### M1 wires

Bar = 50 µm. Supply wires on this layer in gray.
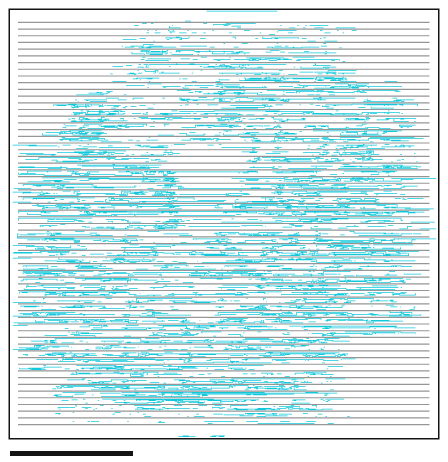
### Metal 2

Cells faint in the background.
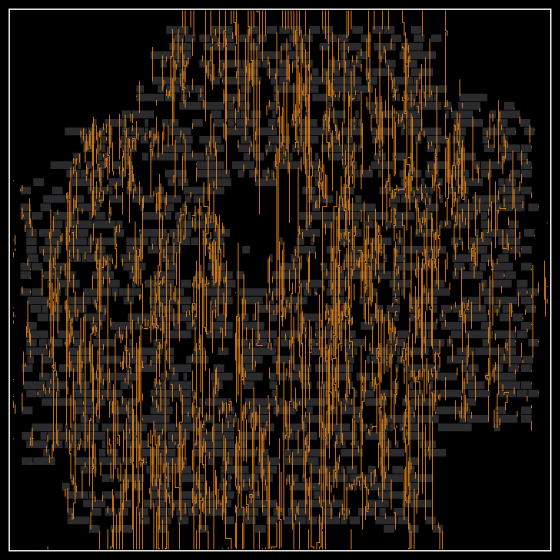
### The metal 3 layer

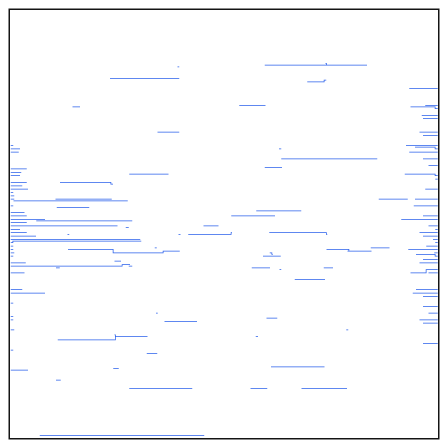
### M4 wires

Supply wires on this layer in gray.
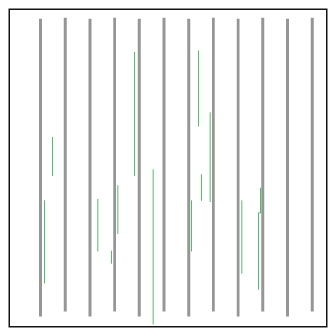
### Routing congestion

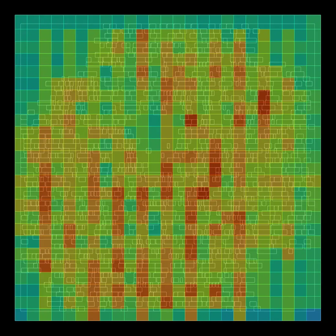
$ cat src/rtl/pid_param_sequencer_pkg.sv
// Shared constants for the PID parameter sequencer: host address map, CTRL
// bit positions, sequencer state encoding and the default PID_16 core timing.
package pid_param_sequencer_pkg;

    localparam int PID16_WIDTH    = 16;
    localparam int PID16_SHIFT    = 5;
    localparam int PID16_PIPE_LAT = 12;
    localparam int FLUSH_CYCLES   = 2;

    localparam logic [2:0] ADDR_K0    = 3'd0;
    localparam logic [2:0] ADDR_K1    = 3'd1;
    localparam logic [2:0] ADDR_K2    = 3'd2;
    localparam logic [2:0] ADDR_SHIFT = 3'd3;
    localparam logic [2:0] ADDR_MIN   = 3'd4;
    localparam logic [2:0] ADDR_MAX   = 3'd5;
    localparam logic [2:0] ADDR_CTRL  = 3'd6;

    localparam int CTRL_EN       = 0;
    localparam int CTRL_COMMIT   = 1;
    localparam int CTRL_CLR_HIST = 2;
    localparam int CTRL_CLR_ERR  = 3;

    typedef enum logic [1:0] {
        ST_IDLE   = 2'd0,
        ST_FLUSH  = 2'd1,
        ST_SETTLE = 2'd2,
        ST_RUN    = 2'd3
    } seq_state_t;

endpackage

$ cat src/rtl/pid_param_sequencer_if.sv
// Host write port of the PID parameter sequencer: one word per accepted cycle,
// accepted when i_wr_en and o_wr_ready are both high.
interface pid_param_sequencer_if;

    logic        i_wr_en;
    logic [2:0]  i_wr_addr;
    logic [31:0] i_wr_data;
    logic        o_wr_ready;

    modport master (output i_wr_en, output i_wr_addr, output i_wr_data, input o_wr_ready);
    modport slave  (input i_wr_en, input i_wr_addr, input i_wr_data, output o_wr_ready);

endinterface

$ cat src/rtl/pid_param_bank.sv
// Shadow/active parameter pair: host writes land in the shadows, a commit
// copies all six shadows into the active set that drives the PID core.
module pid_param_bank
    import pid_param_sequencer_pkg::*;
#(
    parameter int Width = PID16_WIDTH,
    parameter int Shift = PID16_SHIFT
) (
    input  logic                      i_clkp,
    input  logic                      i_rstn,
    input  logic                      i_wr_en,
    input  logic [2:0]                i_wr_addr,
    input  logic [31:0]               i_wr_data,
    input  logic                      i_commit,
    output logic                      o_shadow_ok,
    output logic signed [Width-1:0]   o_k0,
    output logic signed [Width-1:0]   o_k1,
    output logic signed [Width-1:0]   o_k2,
    output logic [Shift-1:0]          o_shift,
    output logic signed [2*Width-1:0] o_min,
    output logic signed [2*Width-1:0] o_max
);

    localparam int LimW = 2 * Width;

    logic signed [Width-1:0] r_sh_k0, r_sh_k1, r_sh_k2;
    logic [Shift-1:0]        r_sh_shift;
    logic signed [LimW-1:0]  r_sh_min, r_sh_max;

    logic signed [Width-1:0] r_k0, r_k1, r_k2;
    logic [Shift-1:0]        r_shift;
    logic signed [LimW-1:0]  r_min, r_max;

    // An all-zero limit pair means "no limiting" and is accepted as-is.
    assign o_shadow_ok = (r_sh_min < r_sh_max) || ((r_sh_min == '0) && (r_sh_max == '0));

    always_ff @(posedge i_clkp) begin
        if (!i_rstn) begin
            r_sh_k0    <= '0;
            r_sh_k1    <= '0;
            r_sh_k2    <= '0;
            r_sh_shift <= '0;
            r_sh_min   <= '0;
            r_sh_max   <= '0;
            r_k0       <= '0;
            r_k1       <= '0;
            r_k2       <= '0;
            r_shift    <= '0;
            r_min      <= '0;
            r_max      <= '0;
        end else begin
            if (i_wr_en) begin
                case (i_wr_addr)
                    ADDR_K0:    r_sh_k0    <= Width'(i_wr_data);
                    ADDR_K1:    r_sh_k1    <= Width'(i_wr_data);
                    ADDR_K2:    r_sh_k2    <= Width'(i_wr_data);
                    ADDR_SHIFT: r_sh_shift <= Shift'(i_wr_data);
                    ADDR_MIN:   r_sh_min   <= LimW'($signed(i_wr_data));
                    ADDR_MAX:   r_sh_max   <= LimW'($signed(i_wr_data));
                    default:    ;
                endcase
            end
            if (i_commit) begin
                r_k0    <= r_sh_k0;
                r_k1    <= r_sh_k1;
                r_k2    <= r_sh_k2;
                r_shift <= r_sh_shift;
                r_min   <= r_sh_min;
                r_max   <= r_sh_max;
            end
        end
    end

    assign o_k0    = r_k0;
    assign o_k1    = r_k1;
    assign o_k2    = r_k2;
    assign o_shift = r_shift;
    assign o_min   = r_min;
    assign o_max   = r_max;

endmodule

$ cat src/rtl/pid_param_sequencer.sv
// PID parameter sequencer: commits host-written gains/limits and walks the PID
// core through reset flush and pipeline settle before flagging its output valid.
module pid_param_sequencer
    import pid_param_sequencer_pkg::*;
#(
    parameter int Width   = PID16_WIDTH,
    parameter int Shift   = PID16_SHIFT,
    parameter int PipeLat = PID16_PIPE_LAT
) (
    input  logic                      i_clkp,
    input  logic                      i_rstn,
    pid_param_sequencer_if.slave      if_host,
    output logic signed [Width-1:0]   o_k0,
    output logic signed [Width-1:0]   o_k1,
    output logic signed [Width-1:0]   o_k2,
    output logic [Shift-1:0]          o_shift,
    output logic signed [2*Width-1:0] o_min,
    output logic signed [2*Width-1:0] o_max,
    output logic                      o_pid_rstn,
    output logic                      o_valid,
    output logic                      o_err,
    output logic [7:0]                o_commit_cnt
);

    localparam int CntW = (PipeLat > 1) ? $clog2(PipeLat) : 1;
    localparam logic [CntW-1:0] SETTLE_LOAD = CntW'(PipeLat - 1);
    localparam logic [CntW-1:0] FLUSH_LOAD  = CntW'(FLUSH_CYCLES - 1);

    seq_state_t      r_state;
    logic [CntW-1:0] r_cnt;
    logic            r_en;
    logic            r_pid_rstn;
    logic            r_valid;
    logic            r_err;
    logic [7:0]      r_commit_cnt;
    logic            r_wr_ready;

    logic w_accept, w_ctrl, w_en_next, w_commit_bit, w_clr_hist, w_clr_err;
    logic w_commit_req, w_commit_ok, w_err_set, w_shadow_ok;

    assign w_accept     = if_host.i_wr_en && r_wr_ready;
    assign w_ctrl       = w_accept && (if_host.i_wr_addr == ADDR_CTRL);
    assign w_en_next    = w_ctrl ? if_host.i_wr_data[CTRL_EN] : r_en;
    assign w_commit_bit = w_ctrl && if_host.i_wr_data[CTRL_COMMIT];
    assign w_clr_hist   = w_ctrl && if_host.i_wr_data[CTRL_CLR_HIST];
    assign w_clr_err    = w_ctrl && if_host.i_wr_data[CTRL_CLR_ERR];

    // IDLE commits on its own once enabled with a usable shadow set.
    assign w_commit_req = (r_state == ST_IDLE) || w_commit_bit;
    assign w_commit_ok  = w_commit_req && w_en_next && w_shadow_ok;
    assign w_err_set    = w_commit_bit && !w_shadow_ok;

    pid_param_bank #(
        .Width (Width),
        .Shift (Shift)
    ) u_bank (
        .i_clkp      (i_clkp),
        .i_rstn      (i_rstn),
        .i_wr_en     (w_accept),
        .i_wr_addr   (if_host.i_wr_addr),
        .i_wr_data   (if_host.i_wr_data),
        .i_commit    (w_commit_ok),
        .o_shadow_ok (w_shadow_ok),
        .o_k0        (o_k0),
        .o_k1        (o_k1),
        .o_k2        (o_k2),
        .o_shift     (o_shift),
        .o_min       (o_min),
        .o_max       (o_max)
    );

    always_ff @(posedge i_clkp) begin
        if (!i_rstn) begin
            r_state      <= ST_IDLE;
            r_cnt        <= '0;
            r_en         <= 1'b0;
            r_pid_rstn   <= 1'b0;
            r_valid      <= 1'b0;
            r_err        <= 1'b0;
            r_commit_cnt <= '0;
            r_wr_ready   <= 1'b1;
        end else begin
            r_en <= w_en_next;
            if (w_commit_ok) r_commit_cnt <= r_commit_cnt + 8'd1;
            if (w_err_set) r_err <= 1'b1;
            else if (w_clr_err) r_err <= 1'b0;

            if (!w_en_next) begin
                r_state    <= ST_IDLE;
                r_cnt      <= '0;
                r_pid_rstn <= 1'b0;
                r_valid    <= 1'b0;
                r_wr_ready <= 1'b1;
            end else begin
                case (r_state)
                    ST_IDLE: begin
                        if (w_commit_ok) begin
                            r_state    <= ST_FLUSH;
                            r_cnt      <= FLUSH_LOAD;
                            r_wr_ready <= 1'b0;
                        end
                    end
                    ST_FLUSH: begin
                        if (r_cnt == '0) begin
                            r_state    <= ST_SETTLE;
                            r_cnt      <= SETTLE_LOAD;
                            r_pid_rstn <= 1'b1;
                            r_wr_ready <= 1'b1;
                        end else begin
                            r_cnt <= r_cnt - CntW'(1);
                        end
                    end
                    ST_SETTLE: begin
                        if (w_commit_ok && w_clr_hist) begin
                            r_state    <= ST_FLUSH;
                            r_cnt      <= FLUSH_LOAD;
                            r_pid_rstn <= 1'b0;
                            r_wr_ready <= 1'b0;
                        end else if (r_cnt == '0) begin
                            r_state <= ST_RUN;
                        end else begin
                            r_cnt <= r_cnt - CntW'(1);
                        end
                    end
                    ST_RUN: begin
                        // Clearing history restarts the core; otherwise gains update live.
                        if (w_commit_ok && w_clr_hist) begin
                            r_state    <= ST_FLUSH;
                            r_cnt      <= FLUSH_LOAD;
                            r_pid_rstn <= 1'b0;
                            r_valid    <= 1'b0;
                            r_wr_ready <= 1'b0;
                        end else begin
                            r_valid <= 1'b1;
                        end
                    end
                    default: r_state <= ST_IDLE;
                endcase
            end
        end
    end

    assign if_host.o_wr_ready = r_wr_ready;
    assign o_pid_rstn         = r_pid_rstn;
    assign o_valid            = r_valid;
    assign o_err              = r_err;
    assign o_commit_cnt       = r_commit_cnt;

endmodule

$ cat src/flat_wrapper.sv
// flat-port wrapper written by rule: the top's interface ports become plain ports
module pid_param_sequencer_flat import pid_param_sequencer_pkg::*;
#(
    parameter int Width   = PID16_WIDTH,
    parameter int Shift   = PID16_SHIFT,
    parameter int PipeLat = PID16_PIPE_LAT
)
  (i_clkp, i_rstn, o_k0, o_k1, o_k2, o_shift, o_min, o_max, o_pid_rstn, o_valid, o_err, o_commit_cnt, if_host_i_wr_en, if_host_i_wr_addr, if_host_i_wr_data, if_host_o_wr_ready);
  pid_param_sequencer_if if_host_i ();
  input  logic i_clkp;
  input  logic i_rstn;
  output logic signed [Width-1:0] o_k0;
  output logic signed [Width-1:0] o_k1;
  output logic signed [Width-1:0] o_k2;
  output logic [Shift-1:0] o_shift;
  output logic signed [2*Width-1:0] o_min;
  output logic signed [2*Width-1:0] o_max;
  output logic o_pid_rstn;
  output logic o_valid;
  output logic o_err;
  output logic [7:0] o_commit_cnt;
  input wire logic [$bits(if_host_i.i_wr_en)-1:0] if_host_i_wr_en;
  input wire logic [$bits(if_host_i.i_wr_addr)-1:0] if_host_i_wr_addr;
  input wire logic [$bits(if_host_i.i_wr_data)-1:0] if_host_i_wr_data;
  output wire logic [$bits(if_host_i.o_wr_ready)-1:0] if_host_o_wr_ready;
  assign if_host_i.i_wr_en = if_host_i_wr_en;
  assign if_host_i.i_wr_addr = if_host_i_wr_addr;
  assign if_host_i.i_wr_data = if_host_i_wr_data;
  assign if_host_o_wr_ready = if_host_i.o_wr_ready;
  pid_param_sequencer #(.Width(Width), .Shift(Shift), .PipeLat(PipeLat)) u_core (.i_clkp(i_clkp), .i_rstn(i_rstn), .if_host(if_host_i), .o_k0(o_k0), .o_k1(o_k1), .o_k2(o_k2), .o_shift(o_shift), .o_min(o_min), .o_max(o_max), .o_pid_rstn(o_pid_rstn), .o_valid(o_valid), .o_err(o_err), .o_commit_cnt(o_commit_cnt));
endmodule
$ cat config.mk
export PLATFORM = sky130hd
export DESIGN_NAME = pid_param_sequencer_flat
export DESIGN_NICKNAME = d
export VERILOG_FILES = /design/src/rtl/pid_param_sequencer_pkg.sv /design/src/rtl/pid_param_sequencer_if.sv /design/src/rtl/pid_param_bank.sv /design/src/rtl/pid_param_sequencer.sv /design/src/flat_wrapper.sv
export SDC_FILE = /design/constraint.sdc
export NUM_CORES = 1
export LEC_CHECK = 0
export CORE_MARGIN = 3
export CORE_UTILIZATION = 38
export DETAILED_ROUTE_END_ITERATION = 6
export SLEW_MARGIN = 20
export SYNTH_ARGS = -nofsm -noshare
export SYNTH_HDL_FRONTEND = slang
export SYNTH_HIERARCHICAL = 1
export SYNTH_SLANG_ARGS = --single-unit
$ cat constraint.sdc
create_clock -name i_clkp -period 4.74 [get_ports i_clkp]
set_clock_uncertainty 0.15 [all_clocks]
set_input_delay 0.711 -clock i_clkp [delete_from_list [all_inputs] [get_ports i_clkp]]
set_output_delay 0.711 -clock i_clkp [all_outputs]
set_load 0.005 [all_outputs]
==> deck_impl_summary.md <==
Synthesis and Place & Route Summary

Synthesis
  – Synth Seq Share: 0.474
  – Post-synth area hogs: dfxtp_1 47%, mux2i_1 12%, nand2_1 8.8%, a21boi_0 7.9%, nor2b_1 7.4%
  – Warnings from Yosys: 6
  – Area leader share: 0.474
  – Top-count cell post-synth: dfxtp_1
  – Yosys Instances: 1,149
  – Mapped Nets: 1,225
  – FFs w/ async S/R, synth: 0
  – Post-Synthesis Cells: 1,149
  – Aoi share: 0.113

Final layout
  – Cell area after layout: 13,700 µm²
  – Comb area share: 0.383
  – Area growth from synthesis to layout: 28.2%
  – Layout cells sized above 1: 0.0540
  – Inverters: 41
  – Flop area: 5060 µm²

Min path
  – Hold Path Depth: 2
  – Hold_sp: u_core/u_bank/r_sh_k0[10]

Power
  – Combinational power share: 0.065
  – PwrDens: 347 nW/µm²

Status
  – Status: completed

Placement
  – Placer Congestion: 0.802
  – Pre-CTS setup slack: 0.902 ns
  – I/O Buffers: 166

Clocking
  – Root buffer cell: clkbuf_16

Drt
  – Vias per std cell: 4.86

Floorplanning
  – Tap Cells: 372
  – # rows: 60

Critical path
  – Critical Path Fanout Max: 6
  – Worst path most repeated cell: inv_1
  – Crit path DRT: 5.00 ns

Global route
  – First-pass GRT wire length: 45,400 µm

Flow run
  – Count of tool warnings: 33

STA
  – Final hold violation count: 0
About 'M1 wires':
The wires run mostly horizontal. The layer holds 48% of the routed length. The layer carries 13,700 µm of wire. 1,256 nets have wire on it. The longest straight run is 84.6 µm.

About 'Metal 2':
The layer carries 12,900 µm of wire. 1,089 nets have wire on it. The layer holds 45% of the routed length. The longest straight run is 62.9 µm. The wires run mostly vertical.

About 'The metal 3 layer':
The wires run mostly horizontal. The longest straight run is 66.5 µm. The layer holds 4.7% of the routed length. 104 nets have wire on it.

About 'M4 wires':
The longest straight run is 85.0 µm. The layer holds 1.8% of the routed length.

About 'Routing congestion':
GRT Total Usage: 0.184
met1 Use GR: 0.254
met3 Use GR: 0.0320
grt peak-use layer: met2
Core Util, Final: 0.502

Power figures rest on the tool's default switching activity, not on a simulated workload.
